PDN straps and rails:
Scale bar: 200 µm. Pins as bars on the die edge.
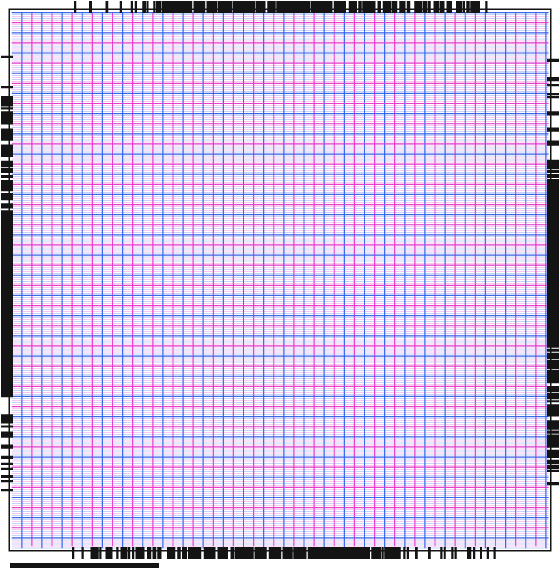
Placement by cell class:
Scale bar: 200 µm.
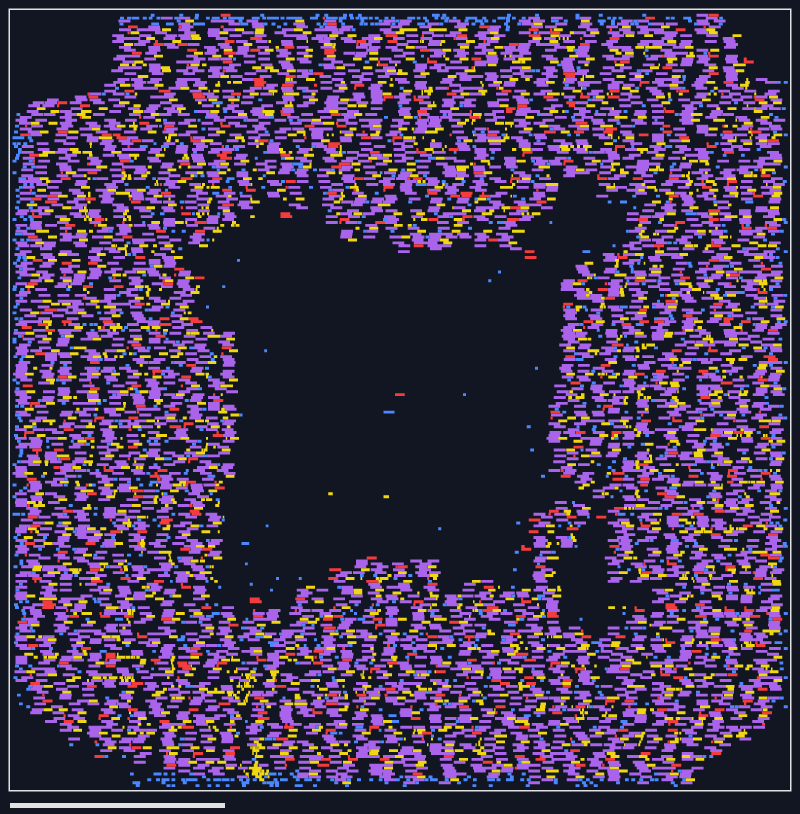
Clock wires, drivers and flops:
Scale bar: 200 µm.
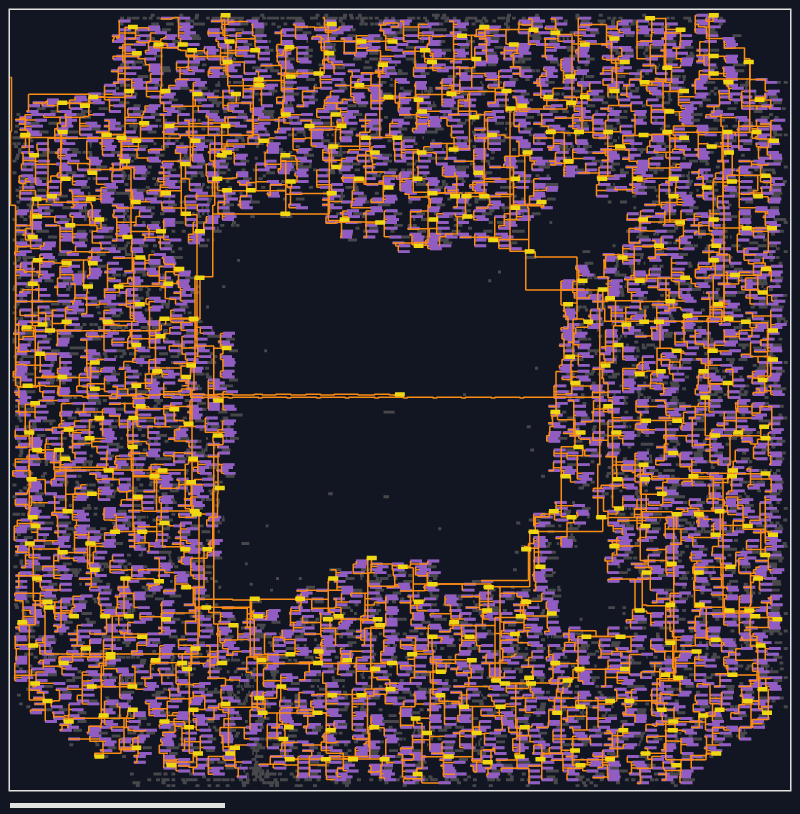
Metal layers overlaid:
Only two layers are drawn.
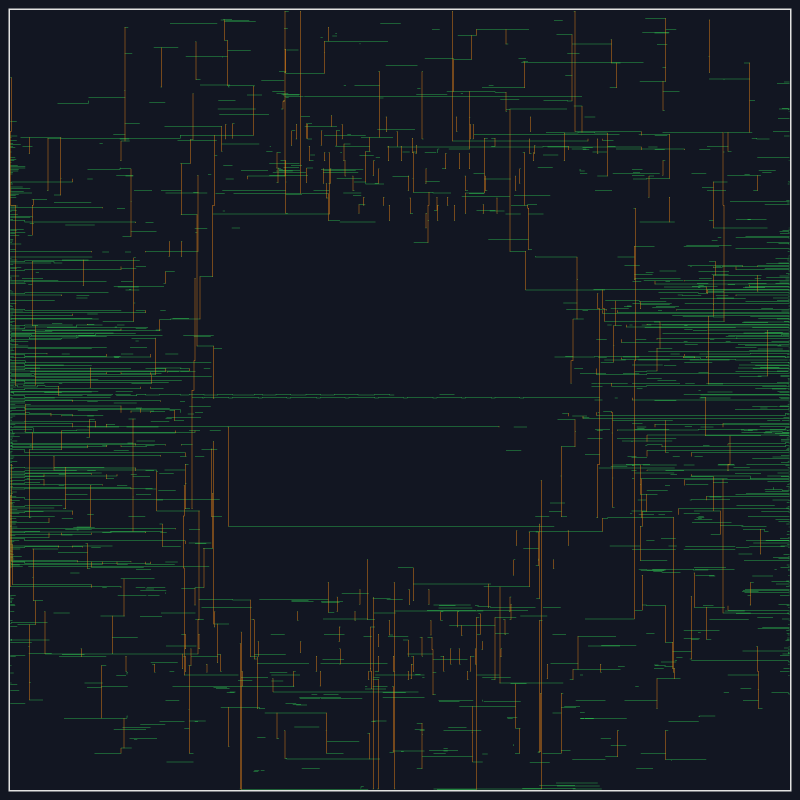
Cell outlines without signal wires:
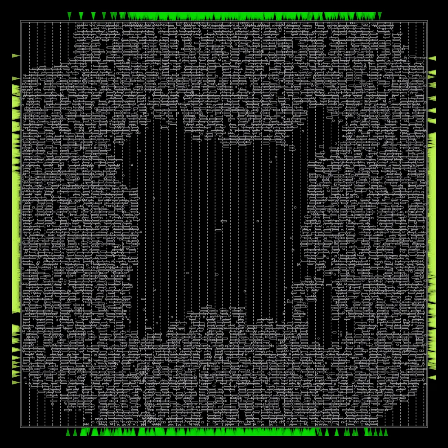
<file path="src/rtl/cms_trace_serializer_if.sv">
// Stream handshake bundle for the wide trace input and the narrow beat output.
interface cms_trace_serializer_if #(
    parameter int WIDTH = 64
) ();
    logic [WIDTH-1:0] tdata;
    logic             tvalid;
    logic             tlast;
    logic             tready;

    modport master (output tdata, output tvalid, output tlast, input tready);
    modport slave  (input tdata, input tvalid, input tlast, output tready);
endinterface

</file>
<file path="src/rtl/cms_trace_serializer.sv">
// Buffers wide trace items in a small FIFO and replays each one as a sequence of
// narrow beats, least-significant slice first, with tlast on the final beat only.
module cms_trace_serializer #(
    parameter int IN_WIDTH  = 1024,
    parameter int OUT_WIDTH = 64,
    parameter int DEPTH     = 4
) (
    input  logic                       clk,
    input  logic                       rst,
    cms_trace_serializer_if.slave      S_AXIS,
    cms_trace_serializer_if.master     M_AXIS,
    input  logic                       flush,
    output logic [$clog2(DEPTH+1)-1:0] level
);
    localparam int BEATS  = IN_WIDTH / OUT_WIDTH;
    localparam int BEAT_W = (BEATS > 1) ? $clog2(BEATS) : 1;
    localparam int PTR_W  = $clog2(DEPTH);
    localparam int LVL_W  = $clog2(DEPTH + 1);

    localparam logic [BEAT_W-1:0] BEAT_LAST = BEAT_W'(BEATS - 1);
    localparam logic [LVL_W-1:0]  LVL_FULL  = LVL_W'(DEPTH);
    localparam logic [LVL_W-1:0]  LVL_ONE   = LVL_W'(1);

    generate
        if ((IN_WIDTH % OUT_WIDTH) != 0) begin : g_bad_ratio
            $error("IN_WIDTH must be an integer multiple of OUT_WIDTH");
        end
        if (DEPTH < 2 || (DEPTH & (DEPTH - 1)) != 0) begin : g_bad_depth
            $error("DEPTH must be a power of 2 and at least 2");
        end
    endgenerate

    typedef enum logic [0:0] {
        ST_EMPTY   = 1'b0,
        ST_SENDING = 1'b1
    } state_t;

    // Each entry holds {tlast, tdata} of one complete item.
    logic [IN_WIDTH:0]  r_mem [DEPTH];
    logic [PTR_W-1:0]   r_wr_ptr;
    logic [PTR_W-1:0]   r_rd_ptr;
    logic [BEAT_W-1:0]  r_beat;
    logic [LVL_W-1:0]   r_level;
    state_t             r_state;
    state_t             w_next_state;

    logic               w_s_ready;
    logic               w_push;
    logic               w_m_fire;
    logic               w_last_beat;
    logic               w_pop;
    logic [IN_WIDTH:0]  w_head;
    logic [OUT_WIDTH-1:0] w_beat_data;

    // Ready comes from registered occupancy only, so a full buffer never accepts
    // an item even when the head pops in the same cycle.
    assign w_s_ready   = (r_level != LVL_FULL);
    assign w_push      = S_AXIS.tvalid && w_s_ready;
    assign w_m_fire    = (r_state == ST_SENDING) && M_AXIS.tready;
    assign w_last_beat = (r_beat == BEAT_LAST);
    assign w_pop       = w_m_fire && w_last_beat;
    assign w_head      = r_mem[r_rd_ptr];
    assign w_beat_data = w_head[OUT_WIDTH*r_beat +: OUT_WIDTH];

    assign S_AXIS.tready = w_s_ready;
    assign level         = r_level;

    // Item storage write port.
    // NOTE: the data array carries no reset; its contents are only observed once level marks them valid.
    always_ff @(posedge clk) begin
        if (w_push) begin
            r_mem[r_wr_ptr] <= {S_AXIS.tlast, S_AXIS.tdata};
        end
    end

    // Pointer, beat and occupancy bookkeeping; flush overrides any push or pop in the same cycle.
    // NOTE: non-blocking assignments make every register here sample the pre-edge values.
    always_ff @(posedge clk or posedge rst) begin
        if (rst) begin
            r_wr_ptr <= '0;
            r_rd_ptr <= '0;
            r_beat   <= '0;
            r_level  <= '0;
        end else if (flush) begin
            r_wr_ptr <= '0;
            r_rd_ptr <= '0;
            r_beat   <= '0;
            r_level  <= '0;
        end else begin
            if (w_push) begin
                r_wr_ptr <= r_wr_ptr + PTR_W'(1);
            end
            if (w_pop) begin
                r_rd_ptr <= r_rd_ptr + PTR_W'(1);
            end
            if (w_m_fire) begin
                r_beat <= w_last_beat ? '0 : r_beat + BEAT_W'(1);
            end
            if (w_push && !w_pop) begin
                r_level <= r_level + LVL_ONE;
            end else if (!w_push && w_pop) begin
                r_level <= r_level - LVL_ONE;
            end
        end
    end

    // State register for the EMPTY/SENDING view of the buffer.
    always_ff @(posedge clk or posedge rst) begin
        if (rst) begin
            r_state <= ST_EMPTY;
        end else begin
            r_state <= w_next_state;
        end
    end

    // Next-state and beat outputs; tdata is forced to zero while nothing is buffered.
    // NOTE: every output of this block gets a default first so no latch can be inferred.
    always_comb begin
        w_next_state  = r_state;
        M_AXIS.tvalid = 1'b0;
        M_AXIS.tdata  = '0;
        M_AXIS.tlast  = 1'b0;
        if (flush) begin
            w_next_state = ST_EMPTY;
        end else begin
            case (r_state)
                ST_EMPTY: begin
                    if (w_push) begin
                        w_next_state = ST_SENDING;
                    end
                end
                ST_SENDING: begin
                    if (w_pop && !w_push && r_level == LVL_ONE) begin
                        w_next_state = ST_EMPTY;
                    end
                end
                default: w_next_state = ST_EMPTY;
            endcase
        end
        if (r_state == ST_SENDING) begin
            M_AXIS.tvalid = 1'b1;
            M_AXIS.tdata  = w_beat_data;
            M_AXIS.tlast  = w_last_beat && w_head[IN_WIDTH];
        end
    end
endmodule

</file>
<file path="src/flat_wrapper.sv">
// flat-port wrapper written by rule: the top's interface ports become plain ports
module cms_trace_serializer_flat 
#(
    parameter int IN_WIDTH  = 1024,
    parameter int OUT_WIDTH = 64,
    parameter int DEPTH     = 4
)
  (clk, rst, flush, level, S_AXIS_tdata, S_AXIS_tvalid, S_AXIS_tlast, S_AXIS_tready, M_AXIS_tdata, M_AXIS_tvalid, M_AXIS_tlast, M_AXIS_tready);
  cms_trace_serializer_if #(.WIDTH(IN_WIDTH)) S_AXIS_i ();
  cms_trace_serializer_if #(.WIDTH(OUT_WIDTH)) M_AXIS_i ();
  input  logic clk;
  input  logic rst;
  input  logic flush;
  output logic [$clog2(DEPTH+1)-1:0] level;
  input wire logic [$bits(S_AXIS_i.tdata)-1:0] S_AXIS_tdata;
  input wire logic [$bits(S_AXIS_i.tvalid)-1:0] S_AXIS_tvalid;
  input wire logic [$bits(S_AXIS_i.tlast)-1:0] S_AXIS_tlast;
  output wire logic [$bits(S_AXIS_i.tready)-1:0] S_AXIS_tready;
  output wire logic [$bits(M_AXIS_i.tdata)-1:0] M_AXIS_tdata;
  output wire logic [$bits(M_AXIS_i.tvalid)-1:0] M_AXIS_tvalid;
  output wire logic [$bits(M_AXIS_i.tlast)-1:0] M_AXIS_tlast;
  input wire logic [$bits(M_AXIS_i.tready)-1:0] M_AXIS_tready;
  assign S_AXIS_i.tdata = S_AXIS_tdata;
  assign S_AXIS_i.tvalid = S_AXIS_tvalid;
  assign S_AXIS_i.tlast = S_AXIS_tlast;
  assign S_AXIS_tready = S_AXIS_i.tready;
  assign M_AXIS_tdata = M_AXIS_i.tdata;
  assign M_AXIS_tvalid = M_AXIS_i.tvalid;
  assign M_AXIS_tlast = M_AXIS_i.tlast;
  assign M_AXIS_i.tready = M_AXIS_tready;
  cms_trace_serializer #(.IN_WIDTH(IN_WIDTH), .OUT_WIDTH(OUT_WIDTH), .DEPTH(DEPTH)) u_core (.clk(clk), .rst(rst), .S_AXIS(S_AXIS_i), .M_AXIS(M_AXIS_i), .flush(flush), .level(level));
endmodule
</file>
<file path="config.mk">
export PLATFORM = sky130hd
export DESIGN_NAME = cms_trace_serializer_flat
export DESIGN_NICKNAME = d
export VERILOG_FILES = /design/src/rtl/cms_trace_serializer_if.sv /design/src/rtl/cms_trace_serializer.sv /design/src/flat_wrapper.sv
export SDC_FILE = /design/constraint.sdc
export NUM_CORES = 2
export LEC_CHECK = 0
export CAP_MARGIN = 15
export CORE_MARGIN = 2
export CORE_UTILIZATION = 30
export CTS_CLUSTER_SIZE = 28
export DETAILED_ROUTE_END_ITERATION = 10
export PLACE_DENSITY_LB_ADDON = 0.15
export REMOVE_ABC_BUFFERS = 1
export SLEW_MARGIN = 30
export SYNTH_ARGS = -nofsm -noshare
export SYNTH_HDL_FRONTEND = slang
export SYNTH_MEMORY_MAX_BITS = 65536
export SYNTH_SLANG_ARGS = --single-unit
</file>
<file path="constraint.sdc">
create_clock -name clk -period 26.1 [get_ports clk]
set_clock_uncertainty 0.15 [all_clocks]
set_input_delay 5.22 -clock clk [delete_from_list [all_inputs] [get_ports clk]]
set_output_delay 5.22 -clock clk [all_outputs]
set_load 0.02 [all_outputs]
</file>
==> flow_summary.yaml <==
# physical design summary
power:
  p_switching_w: 0.00318
  seq-power_w: 0.00769
  maxPowerGroup: "sequential cells"
global_route:
  grt_max_degree: 120
  overflow: 0
  grt_pass1_wl_mm: 634
timing:
  worst_slew_pin_slew_ps: 996
  maxSlewHeadroom_pct: 33.6
  hold_viol: 0
  period_used_pct: 50.1
  fin_crit_ps: 13070
  setup_ws_ps: 13030
setup_path:
  critPathKind: "reg2out"
  worst_setup_path_start_kind: "register"
  timing.rr.end: "u_core.r_mem[2][594]$_DFFE_PP_"
  cp_num_cells: 11
  cp-endpoint: "M_AXIS_tdata[5]"
  critPathLaunch: "u_core.r_rd_ptr[0]$_DFFE_PP0P_"
  crit_path_end_kind: "output port"
  crit_path_cell_trace: "buf_4 > buf_4 > buf_4 > buf_4 > buf_4 > mux4_2 > o22ai_1 > a211oi_1 > nand2_1 > o21ai_0 > clkdlybuf4s50_1"
  timing.critical_path.mode_cell: "buf_4"
clock_network:
  cts_tree: "built"
  cts_sinks: 4112
  clockBufferDepth: 4
synthesis:
  syn_area_per_cell_um2: 23.7
  synth_top_flop_cell: "edfxtp_1"
  simple_gate_share_pct: 0.696
  ys_ff: 4112
finish:
  largest_reg_flops: 4100
  largest-register: "u_core.r_mem"
  comb.multi_input.count: 2129
  non_clock_inverter_count: 6
  layout.clock.cell_area_share_pct: 7.48
status:
  status: "complete, no violations"
floorplan:
  ios: 1100
  fp_util_pct: 30.1
  dieArea_mm2: 0.529
hold_path:
  hold-path-cell-count: 2
drt:
  dr_wl_met3_mm: 37.7
  wire_per_inst_um: 30.0
  drc_errors: 0
placement:
  place_hpwl_mm: 294
job:
  warnings: 62
Notes on 'PDN straps and rails' above:
Key: magenta = VDD; blue = VSS
53 straps on met4. 1100 signal pins sit on the boundary. The core has 265 rows. 266 met1 rails follow the rows. 53 straps on met5.

Notes on 'placement by cell class' above:
Key: purple = sequential cells [cells 4112, share of their area 68%]; blue = remaining buffers and delay cells [cells 1282, share of their area 7.0%]; yellow = remaining logic cells [cells 2135, share of their area 17%]; red = clock drivers and dummy loads [cells 808, share of their area 7.8%]

Notes on 'clock wires, drivers and flops' above:
Key: purple = flip-flops [count 4112]; yellow = clock-net drivers [count 446]; orange = clock wires [length 52.1 mm]
There are 447 routed clock nets.

Notes on 'metal layers overlaid' above:
Key: green = M3 [wire length 37.7 mm]; orange = M4 [wire length 12500 µm]

Notes on 'cell outlines without signal wires' above:
Layout fillers: 47500
num rows: 265
core area: 0.521 mm²
Seq/total area: 64.6%
n_taps: 6942

Power and IR drop assume default switching activity.
